File: config.mk
export PLATFORM = sky130hd
export DESIGN_NAME = hbridge_gate_ctrl
export DESIGN_NICKNAME = d
export VERILOG_FILES = /design/src/rtl/hbridge_gate_ctrl_pkg.sv /design/src/rtl/hbridge_gate_ctrl_dt_leg.sv /design/src/rtl/hbridge_gate_ctrl.sv
export SDC_FILE = /design/constraint.sdc
export NUM_CORES = 1
export LEC_CHECK = 0
export CAP_MARGIN = 20
export CORE_MARGIN = 3
export CORE_UTILIZATION = 40
export DETAILED_ROUTE_END_ITERATION = 10
export GPL_ROUTABILITY_DRIVEN = 0
export PLACE_DENSITY_LB_ADDON = 0.25
export RECOVER_POWER = 100
export SLEW_MARGIN = 40
export SYNTH_ARGS = -nofsm -noshare
export SYNTH_HDL_FRONTEND = slang
export SYNTH_SLANG_ARGS = --single-unit
File: constraint.sdc
create_clock -name clk_50m -period 4.86 [get_ports clk_50m]
set_input_delay 0.729 -clock clk_50m [delete_from_list [all_inputs] [get_ports clk_50m]]
set_output_delay 0.729 -clock clk_50m [all_outputs]
set_load 0.01 [all_outputs]
File: src/rtl/hbridge_gate_ctrl_pkg.sv
// Shared types and constants for the H-bridge gate controller.
package hbridge_gate_ctrl_pkg;

  // Per-leg gate state
  typedef enum logic [1:0] {
    LEG_OFF     = 2'd0,
    LEG_DEAD    = 2'd1,
    LEG_HIGH_ON = 2'd2,
    LEG_LOW_ON  = 2'd3
  } leg_state_e;

  // Shortest dead time the legs will ever insert, in clock cycles
  localparam int unsigned DT_MIN = 1;

endpackage : hbridge_gate_ctrl_pkg

File: src/rtl/hbridge_gate_ctrl_dt_leg.sv
// One bridge leg: dead-time FSM driving a complementary high/low gate pair.
module hbridge_gate_ctrl_dt_leg
  import hbridge_gate_ctrl_pkg::*;
#(
  parameter int unsigned DT_W = 8
) (
  input  logic            clk_50m,
  input  logic            rst,
  input  logic            cmd,
  input  logic            leg_en,
  input  logic [DT_W-1:0] dt_cycles,
  output logic            gh,
  output logic            gl
);

  leg_state_e      state_q, state_d;
  logic [DT_W-1:0] cnt_q, cnt_d;
  logic            gh_q, gh_d;
  logic            gl_q, gl_d;
  logic [DT_W-1:0] dt_eff_c;

  // Zero dead time is clamped to the minimum so the legs never cross directly
  always_comb begin
    dt_eff_c = dt_cycles;
    if (dt_cycles < DT_W'(DT_MIN)) begin
      dt_eff_c = DT_W'(DT_MIN);
    end
  end

  // Next-state and gate decode; loss of enable forces OFF from any state
  always_comb begin
    state_d = state_q;
    cnt_d   = cnt_q;
    if (!leg_en) begin
      state_d = LEG_OFF;
    end else begin
      case (state_q)
        LEG_OFF: begin
          state_d = LEG_DEAD;
          cnt_d   = dt_eff_c;
        end
        LEG_DEAD: begin
          if (cnt_q <= DT_W'(1)) begin
            state_d = cmd ? LEG_HIGH_ON : LEG_LOW_ON;
          end else begin
            cnt_d = cnt_q - DT_W'(1);
          end
        end
        LEG_HIGH_ON: begin
          if (!cmd) begin
            state_d = LEG_DEAD;
            cnt_d   = dt_eff_c;
          end
        end
        LEG_LOW_ON: begin
          if (cmd) begin
            state_d = LEG_DEAD;
            cnt_d   = dt_eff_c;
          end
        end
        default: begin
          state_d = LEG_OFF;
        end
      endcase
    end
    gh_d = (state_d == LEG_HIGH_ON);
    gl_d = (state_d == LEG_LOW_ON);
  end

  // State, counter and gate registers; reset parks the leg in DEAD
  always_ff @(posedge clk_50m) begin
    if (rst) begin
      state_q <= LEG_DEAD;
      cnt_q   <= dt_eff_c;
      gh_q    <= 1'b0;
      gl_q    <= 1'b0;
    end else begin
      state_q <= state_d;
      cnt_q   <= cnt_d;
      gh_q    <= gh_d;
      gl_q    <= gl_d;
    end
  end

  assign gh = gh_q;
  assign gl = gl_q;

endmodule : hbridge_gate_ctrl_dt_leg

File: src/rtl/hbridge_gate_ctrl.sv
// H-bridge gate controller: command register, fault filter/latch, two dead-time legs.
module hbridge_gate_ctrl
  import hbridge_gate_ctrl_pkg::*;
#(
  parameter int unsigned DT_W     = 8,
  parameter int unsigned FLT_FILT = 5,
  parameter int unsigned FLT_W    = 3
) (
  input  logic            clk_50m,
  input  logic            rst,
  input  logic            en,
  input  logic            spwm_a,
  input  logic            spwm_b,
  input  logic [DT_W-1:0] dt_cycles,
  input  logic            fault_n,
  input  logic            clear_fault,
  output logic            gate_ah,
  output logic            gate_al,
  output logic            gate_bh,
  output logic            gate_bl,
  output logic            fault_latched,
  output logic            running
);

  logic             cmd_a_q, cmd_a_d;
  logic             cmd_b_q, cmd_b_d;
  logic             flt_s1_q, flt_s1_d;
  logic             flt_s2_q, flt_s2_d;
  logic [FLT_W-1:0] filt_cnt_q, filt_cnt_d;
  logic             fault_latched_q, fault_latched_d;
  logic             running_q, running_d;
  logic             trip_c;
  logic             clear_ok_c;
  logic             leg_en_c;

  // Input capture, fault filter, latch and enable qualification
  always_comb begin
    cmd_a_d  = spwm_a;
    cmd_b_d  = spwm_b;
    flt_s1_d = fault_n;
    flt_s2_d = flt_s1_q;

    filt_cnt_d = filt_cnt_q;
    if (flt_s2_q) begin
      filt_cnt_d = '0;
    end else if (filt_cnt_q < FLT_W'(FLT_FILT)) begin
      filt_cnt_d = filt_cnt_q + FLT_W'(1);
    end

    trip_c     = !flt_s2_q && (filt_cnt_d == FLT_W'(FLT_FILT));
    clear_ok_c = clear_fault && flt_s2_q && (filt_cnt_q == '0);

    fault_latched_d = fault_latched_q;
    if (trip_c) begin
      fault_latched_d = 1'b1;
    end else if (clear_ok_c) begin
      fault_latched_d = 1'b0;
    end

    running_d = en && !fault_latched_q;
    leg_en_c  = en && !fault_latched_q && !trip_c;
  end

  // Top-level registers; synchroniser idles at the no-fault level
  always_ff @(posedge clk_50m) begin
    if (rst) begin
      cmd_a_q         <= 1'b0;
      cmd_b_q         <= 1'b0;
      flt_s1_q        <= 1'b1;
      flt_s2_q        <= 1'b1;
      filt_cnt_q      <= '0;
      fault_latched_q <= 1'b0;
      running_q       <= 1'b0;
    end else begin
      cmd_a_q         <= cmd_a_d;
      cmd_b_q         <= cmd_b_d;
      flt_s1_q        <= flt_s1_d;
      flt_s2_q        <= flt_s2_d;
      filt_cnt_q      <= filt_cnt_d;
      fault_latched_q <= fault_latched_d;
      running_q       <= running_d;
    end
  end

  hbridge_gate_ctrl_dt_leg #(.DT_W(DT_W)) u_leg_a (
    .clk_50m   (clk_50m),
    .rst       (rst),
    .cmd       (cmd_a_q),
    .leg_en    (leg_en_c),
    .dt_cycles (dt_cycles),
    .gh        (gate_ah),
    .gl        (gate_al)
  );

  hbridge_gate_ctrl_dt_leg #(.DT_W(DT_W)) u_leg_b (
    .clk_50m   (clk_50m),
    .rst       (rst),
    .cmd       (cmd_b_q),
    .leg_en    (leg_en_c),
    .dt_cycles (dt_cycles),
    .gh        (gate_bh),
    .gl        (gate_bl)
  );

  assign fault_latched = fault_latched_q;
  assign running       = running_q;

  // Shoot-through guard: a leg must never drive both of its switches
  always_ff @(posedge clk_50m) begin
    assert (!(gate_ah && gate_al));
    assert (!(gate_bh && gate_bl));
  end

endmodule : hbridge_gate_ctrl

==> run notes, run 1 <==
Latest figures from synthesis and place and route.

The worst setup path is launched from an input pin. The part of the Yosys area used for sequential elements is 0.486. After synthesis, the share of cell area in mux cells is 0.0119. The synthesis stat section lists a flop and latch total of 33.

The number of antenna violations at the first check in global routing is 0. The maximum fanout count along the critical path is 16. For this run, the chip area from Yosys synthesis comes to 1690 sq um. The worst register-to-register path has a setup slack of 2.44 ns. Setup repair after global routing left no endpoint under its margin. The run finished with clean final reports. The layout filler cell count is 352. The floorplan step records an initial core utilization of 0.438. Per the repair_timing log after CTS, setup buffers inserted total 0. The met3 layer wire length in the routed design is 106 microns. The critical path capture point type is a flip-flop.

The async set-or-reset flop fraction in the synthesized netlist is 0. Looking at the VDD voltage map, the peak drop is 137 uV. The first detailed-routing pass took 4 iterations. The area growth from synthesis to layout is 21.3%. By instance count after routing, the leading logic cell types are sky130_fd_sc_hd__dfxtp_1, sky130_fd_sc_hd__nor2_1, sky130_fd_sc_hd__edfxtp_1. Of the total synthesized cell area, the portion taken by full adders, half adders and majority gates is 0.0444. In the per-layer summary, the met1 wirelength comes to 1670 microns. The worst hold slack after final layout is 0.429 ns.

The biggest combinational cell group after synthesis is simple AND/OR/NAND/NOR gates. The type of the worst setup path is input pin to flip-flop. The average routed wire per standard cell is 14.6 microns.

In the final design database the tool counted 208 nets. The launch point of the worst min-delay path is recorded as flt_s1_q$_SDFF_PP1_. For reference, the post-synthesis area per instance comes to 10.4 sq um. On the worst setup and hold paths after CTS, the clock-pin slew comes to 0.07 ns. The number of clock sinks seen by CTS is 33. The deepest level of the CTS H-tree is 2. The maximum number of pins on one net before global-route repair is 17.

The stage logs contain a warning count of 29. TritonCTS built the clock tree. The total global routing track utilization is 0.148. The via count of the first global-routing pass is 1339.

The count of warnings emitted by yosys is 0. The sequential share of power is 0.508. The leakage component of the power is 0.721 nW. The synthesized-area fraction occupied by xor and xnor cells is 0.0363. The max-capacitance violation count is 0. The relative slew slack is 0.578. The number of antenna-violating nets in the routed design is 0. Buffers inserted to repair hold after CTS numbered 0. The last timing report of the flow puts the setup violation total at 0. The most critical min-delay path falls under flip-flop to flip-flop.

The post-synth count of flops with an enable pin is 16. The count of cell types in the netlist is 45.
run 1: metal layers:
metal  GRT usage  vias to the layer above
met5           0                        -
met4      0.0752                        0
met3      0.0341                        5
met2       0.237                       18
met1       0.187                      619
li1            -                      668
run 1: cells by family after synthesis:
| logic type | Yosys count |
|---|---|
| DFF | 33 |
| buffers and inverters | 13 |
| xor gates and xnor gates | 7 |
| and+or+nand+nor | 59 |
| adders and majority gates | 6 |
| muxes | 2 |
| AOI/OAI and AO/OA | 43 |
run 1: synthesized netlist by cell type (3+ instances only):
library cell               instances  area [sq um]
sky130_fd_sc_hd__or3_1             3          18.8
sky130_fd_sc_hd__dfxtp_1          17           340
sky130_fd_sc_hd__edfxtp_1         16           480
sky130_fd_sc_hd__nor2b_1           4          25.0
sky130_fd_sc_hd__or3b_2            3          26.3
sky130_fd_sc_hd__nor2_1           16          60.1
sky130_fd_sc_hd__ha_1              6          75.1
sky130_fd_sc_hd__xnor2_1           3          26.3
sky130_fd_sc_hd__inv_1             8          30.0
sky130_fd_sc_hd__xor2_1            4          35.0
sky130_fd_sc_hd__or4_1             4          30.0
sky130_fd_sc_hd__nand2_1           3          11.3
sky130_fd_sc_hd__a31oi_1           8          50.1
sky130_fd_sc_hd__o21ai_0           6          30.0
sky130_fd_sc_hd__or2_2             4          25.0
sky130_fd_sc_hd__nor3_1            4          20.0
sky130_fd_sc_hd__o31ai_1           3          22.5
sky130_fd_sc_hd__a21oi_1           9          45.0
sky130_fd_sc_hd__clkbuf_1          5          18.8
sky130_fd_sc_hd__nor3b_1           5          37.5
sky130_fd_sc_hd__a32oi_1           3          26.3
run 1: worst max-delay path, stage by stage:
cell	delay, ns
sky130_fd_sc_hd__dlygate4sd3_1	0.74
sky130_fd_sc_hd__nor3b_1	0.26
sky130_fd_sc_hd__clkbuf_1	0.49
sky130_fd_sc_hd__a31oi_1	0.20
run 1: registers in the layout, summed over array words and instances (netlist names), 2 cells and up:
| register | cells |
|---|---|
| filt_cnt_q | 3 |
| u_leg_a.state_q | 2 |
| u_leg_a.cnt_q | 8 |
| u_leg_b.state_q | 2 |
| u_leg_b.cnt_q | 8 |
run 1: cell type report:
cell class                 instances  area (sq um)  area share
sequential                        33           821       0.400
multi-input combinational        117           820       0.400
timing repair buffer              22           208       0.101
clock buffer                       8           111      0.0543
tap                               48          60.1      0.0293
inverter                           8          30.0      0.0147
run 1: stage by stage:
step,util,worst slack (ns),std cells,instance area (sq um),power (mW)
after floorplan,-,2.63,163,1690,0.388
after global placement,0.505,2.50,228,1950,0.415
after detailed placement,0.505,2.41,228,1950,0.419
after CTS,0.534,2.44,236,2060,0.666
after global routing,0.532,2.25,236,2050,0.691
final,0.532,2.42,236,2050,0.657
run 1: power by group through the flow:
stage | logic (mW) | registers [mW] | clock network (mW)
floorplan | 0.0536 | 0.334 | 0
global placement | 0.0768 | 0.338 | 0
detailed placement | 0.0794 | 0.340 | 0
CTS | 0.0797 | 0.334 | 0.252
global route | 0.0887 | 0.338 | 0.265
finish | 0.0777 | 0.334 | 0.245
run_1/io_fan.png
Scale bar: 20 microns.
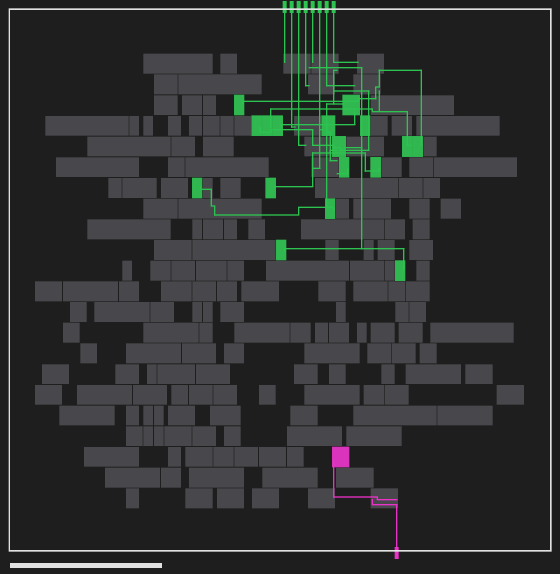
Key: magenta = `spwm_b` [direction input, edge south, end cells 1, buffers 1, wire 22.9 microns]; green = `dt_cycles` [direction input, edge north, end cells 17, buffers 8, wire 336 microns]
IO Port Bufs: 20
ports placed on the boundary: 21

run_1/clocks.png
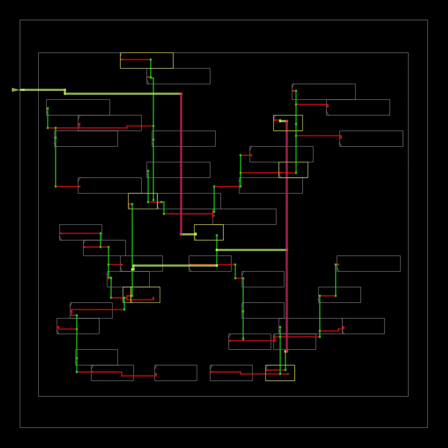
power drawn by the clock network: 0.245 mW
total of clock buffers placed in the layout: 8
FFs & Latches: 33
clock network latency to the later pin of the worst-skew pair: 0.29 ns

run_1/detail.png
Scale bar: 10 microns. Window x 20 to 50, y 20 to 50 microns. Cells in gray, sequential cells in the stronger gray; small squares are vias.
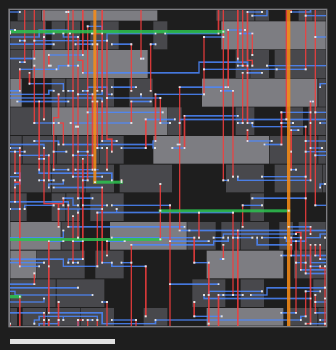
Key: green = metal 3; red = metal 2; blue = metal 1; orange = metal 4
Most frequent: nor2_1 (5), edfxtp_1 (5). 61 logic cells have their middle in the window. Netlist names of flops here include `u_leg_b.cnt_q` (3), `u_leg_a.cnt_q` (2), `u_leg_a.state_q` (2). Sequential cells in the window: 9.

==> run 2: changes to the inputs <==
clock period = 2.1 ns   (was 4.86 ns; I/O delays follow)
run_2/layer_met1.png
Supply wires on this layer in gray.
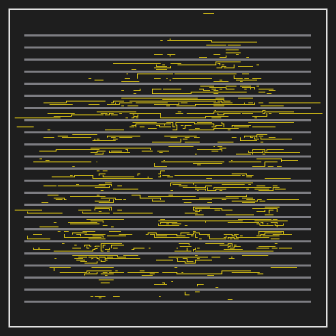
The wires run mostly horizontal. The longest straight run is 19.3 microns. The layer holds 46% of the routed length.
final wirelength: 3570 microns
grt met1 use: 0.197
vias: 1379

run_2/wires.png
Two of the layers only.
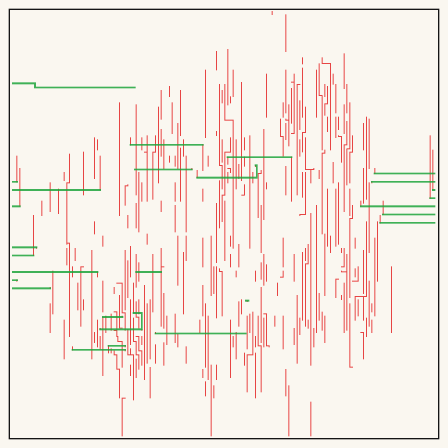
Key: green = metal 3 [wire length 206 microns]; red = metal 2 [wire length 1680 microns]

==> run 2 against run 1 <==
- count of clock-buffer cells in the layout is 1 lower
- design area is 3.1% higher
- first-iteration DRC count is 13% lower
- largest power group unchanged
- utilization is 1.7 points higher
- register-to-register slack worse by 2.4 ns
- critical path type is now flip-flop to flip-flop
- synthesized area stayed put
- combinational power went up to 2.6 times the previous value
- wire length is 3.7% higher
==> run notes, run 2 <==
Latest figures from synthesis and place and route.

The number of buffer and inverter stages on the critical path is 1. By instance count after routing, the leading logic cell types are sky130_fd_sc_hd__dfxtp_1, sky130_fd_sc_hd__nor2_1, sky130_fd_sc_hd__edfxtp_1. The number of iterations in the first detailed-routing pass is 4.

The critical path capture point type is a flip-flop. The post-synthesis chip area from yosys is 1690 sq um. The count of cell types in the netlist is 45. For reference, the clock transition at the flip-flops on the worst setup and hold paths is 0.07 ns.

The layout filler cell count is 349. In the final layout, the multi-input gates occupy 861 sq um. Clock latency on the worst-skew pair, taken at its later pin, is 0.28 ns. Max-cap violations in this run came to 0. Per the finish-stage timing summary, setup violations number 0. The share of the Yosys chip area taken by registers is 0.486. For this design, the slowest cell found on the critical path is sky130_fd_sc_hd__or4b_4. The registers reported with the highest flop counts are u_leg_a.cnt_q x8, u_leg_b.cnt_q x8, filt_cnt_q x3. The worst supply voltage drop on vdd is 362 uV. The leakage component of the power is 0.748 nW. The quantity of I/O buffers inserted on ports is 20. In this run the worst path has a maximum fanout of 8. The class of the tightest hold or removal check is flip-flop to flip-flop.

STA reports a reg2reg setup slack of 0.09 ns. The category of cells accounting for the largest share of critical-path delay is AND-OR/OR-AND gates. The number of antenna-violating nets in the routed design is 0. The average routed wire per standard cell is 14.6 microns. Sorting the synthesized cells by area gives the leading types as sky130_fd_sc_hd__edfxtp_1, sky130_fd_sc_hd__dfxtp_1, sky130_fd_sc_hd__ha_1. The design draws 1.42 mW.

The worst setup path is launched from a flip-flop. The total number of nets in the final design is 216. The top-area cell type share of the netlist area is 0.284.

The number of warnings in the stage logs is 29. The number of register bits inferred by synthesis is 33. The number of clock sinks seen by CTS is 33. Listed in order, past its start point the critical path passes inv_1 -> ha_4 -> or4b_4 -> o221a_4 -> a31o_4.

The number of antenna violations at the first check in global routing was 0. The average instance in the mapped netlist occupies 10.4 sq um. By count the netlist is led by sky130_fd_sc_hd__dfxtp_1, sky130_fd_sc_hd__edfxtp_1, sky130_fd_sc_hd__nor2_1. Compared with the post-synthesis result, the final layout area differs by 25.1%.

In this run, synthesis inferred 16 flip-flops with an integrated enable. The flow ran to the end, and the final reports show no timing, DRC or antenna violations. The relative slew slack is 0.574. The type of the worst setup path is flip-flop to flip-flop. Setup repair after global routing left no endpoint under its margin.
==> run 2: kinds of logic (layout without fill, tap and decap cells) <==
kind of cell               count (synthesis)  in the layout  share of synthesized area
adders and majority gates                  6              6                     0.0444
DFF                                       33             33                      0.486
and+or+nand+nor                           59             59                      0.216
xor gates and xnor gates                   7              7                     0.0363
buffers and inverters                     13             46                     0.0289
AOI/OAI and AO/OA                         43             43                      0.177
muxes                                      2              2                     0.0119
==> run 2: final cells by class <==
| class | count | share of cell area |
|---|---|---|
| multi-input combinational | 117 | 0.407 |
| sequential | 33 | 0.388 |
| timing repair buffer | 30 | 0.124 |
| clock buffer | 7 | 0.0361 |
| tap | 48 | 0.0284 |
| inverter | 8 | 0.0142 |
| clock inverter | 1 | 0.00178 |
==> run 2: timing repair <==
action	CTS	global route
hold buffers	0	0
endpoints found under the setup margin	0	16
gates resized	0	1
setup buffers	0	0
==> run 2: worst min-delay path by stage <==
stage                         from  depth (start not counted)  slack [ns]                   to
2_1_floorplan  flt_s1_q$_SDFF_PP1_                          1        0.39  flt_s2_q$_SDFF_PP1_
3_3_place_gp   flt_s1_q$_SDFF_PP1_                          1        0.40  flt_s2_q$_SDFF_PP1_
3_5_place_dp   flt_s1_q$_SDFF_PP1_                          1        0.40  flt_s2_q$_SDFF_PP1_
4_1_cts        flt_s1_q$_SDFF_PP1_                          1        0.41  flt_s2_q$_SDFF_PP1_
5_1_grt        flt_s1_q$_SDFF_PP1_                          1        0.45  flt_s2_q$_SDFF_PP1_
6_report       flt_s1_q$_SDFF_PP1_                          1        0.41  flt_s2_q$_SDFF_PP1_
==> run 2: metal layers <==
layer  up-vias  GRT usage  wire length (microns)
li1        682          -                      -
met1       655      0.197                   1650
met2        37      0.242                   1680
met3         5     0.0511                    205
met4         0     0.0438                     39
met5         -          0                      0
==> run 2: where the power goes <==
| part | internal [mW] | switching (mW) | leakage, nW |
|---|---|---|---|
| clock | 0.230 | 0.213 | 0.0399 |
| sequential | 0.729 | 0.0429 | 0.299 |
| combinational | 0.103 | 0.0985 | 0.410 |
==> run 2: through the flow <==
step / utilization / hold slack (ns) / worst slack [ns]
after floorplan: - / 0.389 / 0.0393
after global placement: 0.528 / 0.397 / 0.0787
after CTS: 0.549 / 0.412 / 0.0211
after global routing: 0.548 / 0.451 / 0.0147
final: 0.548 / 0.405 / 0.0875
after detailed placement: 0.528 / 0.399 / 0.0293
==> run 3: changes to the inputs <==
CORE_MARGIN = 1.5   (was 3)
run_3/layer_met1.png
Supply wires on this layer in gray.
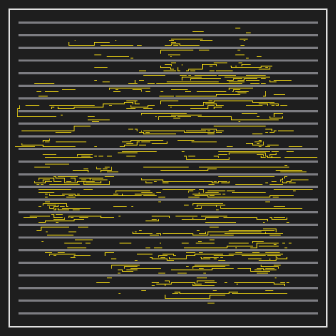
The longest straight run is 19.3 microns. The wires run mostly horizontal. 191 nets have wire on it. The layer carries 1570 microns of wire.

run_3/detail.png
Scale bar: 10 microns. Window x 19 to 49, y 19 to 49 microns. Cells in gray, sequential cells in the stronger gray; small squares are vias.
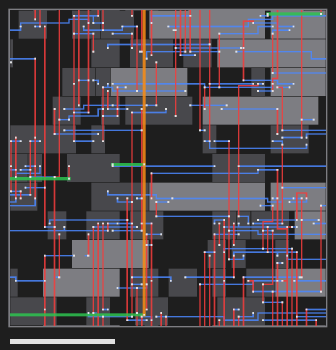
Key: orange = metal 4; blue = metal 1; red = metal 2; green = metal 3
Sequential cells in the window: 7. Most frequent: nor2_1 (5), buf_4 (4), edfxtp_1 (4). 47 logic cells have their middle in the window. Netlist names of flops here include `u_leg_a.cnt_q` (3), `u_leg_b.state_q` (2).

==> run 3 against run 2 <==
- utilization fell by 2.1 points
- wire length is 1.2% higher
- design area is 0.53% higher
- critical path type unchanged
- register-to-register slack about the same
- combinational power grew 6%
- largest cell class unchanged
- sequential cell count did not move
==> run notes, run 3 <==
Latest figures from synthesis and place and route.

The flow ran to the end, and the final reports show no timing, DRC or antenna violations. The slack of the worst reg-to-reg path is 0.08 ns. The number of clock sinks seen by CTS is 33. The clock transition at the registers of the reported paths is 0.06 ns. The number of antenna violations at the first check in global routing is 0. The run reported a max-capacitance violation count of 0. Entering global routing, the biggest net connects 16 pins. In the synthesized netlist the async set-or-reset flop fraction comes to 0. Per the layout area report, the register area comes to 822 sq um. Setup repair after global routing left no endpoint under its margin. The area added between synthesis and finish is 25.8%. In the synthesized netlist, the cells that appear most often are sky130_fd_sc_hd__dfxtp_1, sky130_fd_sc_hd__edfxtp_1, sky130_fd_sc_hd__nor2_1.

The final report gives the core utilization as 0.527. The number of warnings in the stage logs is 29. The report lists the cells along the critical path as inv_1 -> ha_1 -> or4b_4 -> o221a_4 -> a31o_4.

The maximum fanout count along the critical path is 8. The critical path is of the flip-flop to flip-flop type. Per the slew report, the remaining headroom to the max-slew limit stands at 0.567. The number of buffer and inverter stages on the critical path is 1. The area recorded from the Yosys report for this design is 1690 sq um.

The area of the multi-input gates is 843 sq um. In this run the most critical hold path is launched from flt_s1_q$_SDFF_PP1_. The post-layout worst setup margin is 0.0803 ns. In the post-synthesis netlist, the cell with the most instances is sky130_fd_sc_hd__dfxtp_1. The synthesis report lists the most area-consuming cells as sky130_fd_sc_hd__edfxtp_1, sky130_fd_sc_hd__dfxtp_1, sky130_fd_sc_hd__ha_1. The worst-case setup slack after placement is 0.0241 ns. 21 I/O pins were placed. Per STA, the worst path accumulates the most delay in the family AND-OR/OR-AND gates. TritonCTS built the clock tree. Final hold analysis gives a worst-case slack of 0.406 ns. The worst supply voltage drop on vdd is 375 uV.

The critical path capture point type is a flip-flop. The layout filler cell count is 367. The delay of the slowest cell on the worst path is 0.51 ns. Each instance of the synthesized netlist takes up on average 10.4 sq um. The deepest level of the CTS H-tree is 2. The detailed router placed 1383 vias in this run.

Counting buffers and inverters, the worst setup path is 5 cells deep. The cell type that accounts for the most area after synthesis is sky130_fd_sc_hd__edfxtp_1. The part of the Yosys area used for sequential elements is 0.486. The startpoint class of the critical path is a flip-flop. The later-pin clock latency in the skew report is 0.28 ns. The via count of the first global-routing pass is 1307.
## run 3: cells by family (layout without fill, tap and decap cells)
group           Yosys count  in the layout  share of synthesized area
xor+xnor                  7              7                     0.0363
simple gates             59             59                      0.216
compound gates           43             43                      0.177
fa+ha+maj                 6              6                     0.0444
mux                       2              2                     0.0119
flops                    33             33                      0.486
buf+inv                  13             49                     0.0289
## run 3: power breakdown
group          total [mW]  internal [mW]  switching (mW)
Sequential          0.768          0.729          0.0388
Clock               0.442          0.235           0.207
Combinational       0.214          0.109           0.105
## run 3: cell type report
type	count	share of cell area
sequential	33	0.387
timing repair buffer	33	0.135
clock buffer	8	0.0377
tap	50	0.0294
multi-input combinational	117	0.397
inverter	8	0.0141
## run 3: worst max-delay path by stage
stage	slack, ns	end
floorplan	0.04	u_leg_a.cnt_q[0]$_DFFE_PP_
global placement	0.08	u_leg_a.cnt_q[7]$_DFFE_PP_
detailed placement	0.02	u_leg_a.cnt_q[1]$_DFFE_PP_
CTS	0.03	u_leg_a.cnt_q[1]$_DFFE_PP_
global route	0.03	u_leg_a.cnt_q[1]$_DFFE_PP_
finish	0.08	u_leg_a.cnt_q[1]$_DFFE_PP_
## run 3: metal layers
metal	part of all wire	up-vias	track usage
li1	-	691	-
met1	0.43	659	0.208
met2	0.51	28	0.300
met3	0.042	5	0.0444
met4	0.017	0	0.0750
met5	0	-	0
## run 3: worst reg2reg max path, cell delays in order, from the launching register on
cell and delay, ns:
sky130_fd_sc_hd__dfxtp_2 0.36, sky130_fd_sc_hd__inv_1 0.06, sky130_fd_sc_hd__ha_1 0.29, sky130_fd_sc_hd__or4b_4 0.51, sky130_fd_sc_hd__o221a_4 0.30, sky130_fd_sc_hd__a31o_4 0.26
## run 3: timing repair
action	in CTS	in global routing
endpoints found under the setup margin	0	16
buffers inserted	0	0
resized	0	1
## run 3: metrics by stage
step | power, mW | cells
floorplan | 0.902 | 163
global placement | 0.990 | 241
detailed placement | 1.00 | 241
CTS | 1.44 | 249
global route | 1.50 | 249
finish | 1.42 | 249
No activity file was given, so power comes from the tool's default toggle rates.
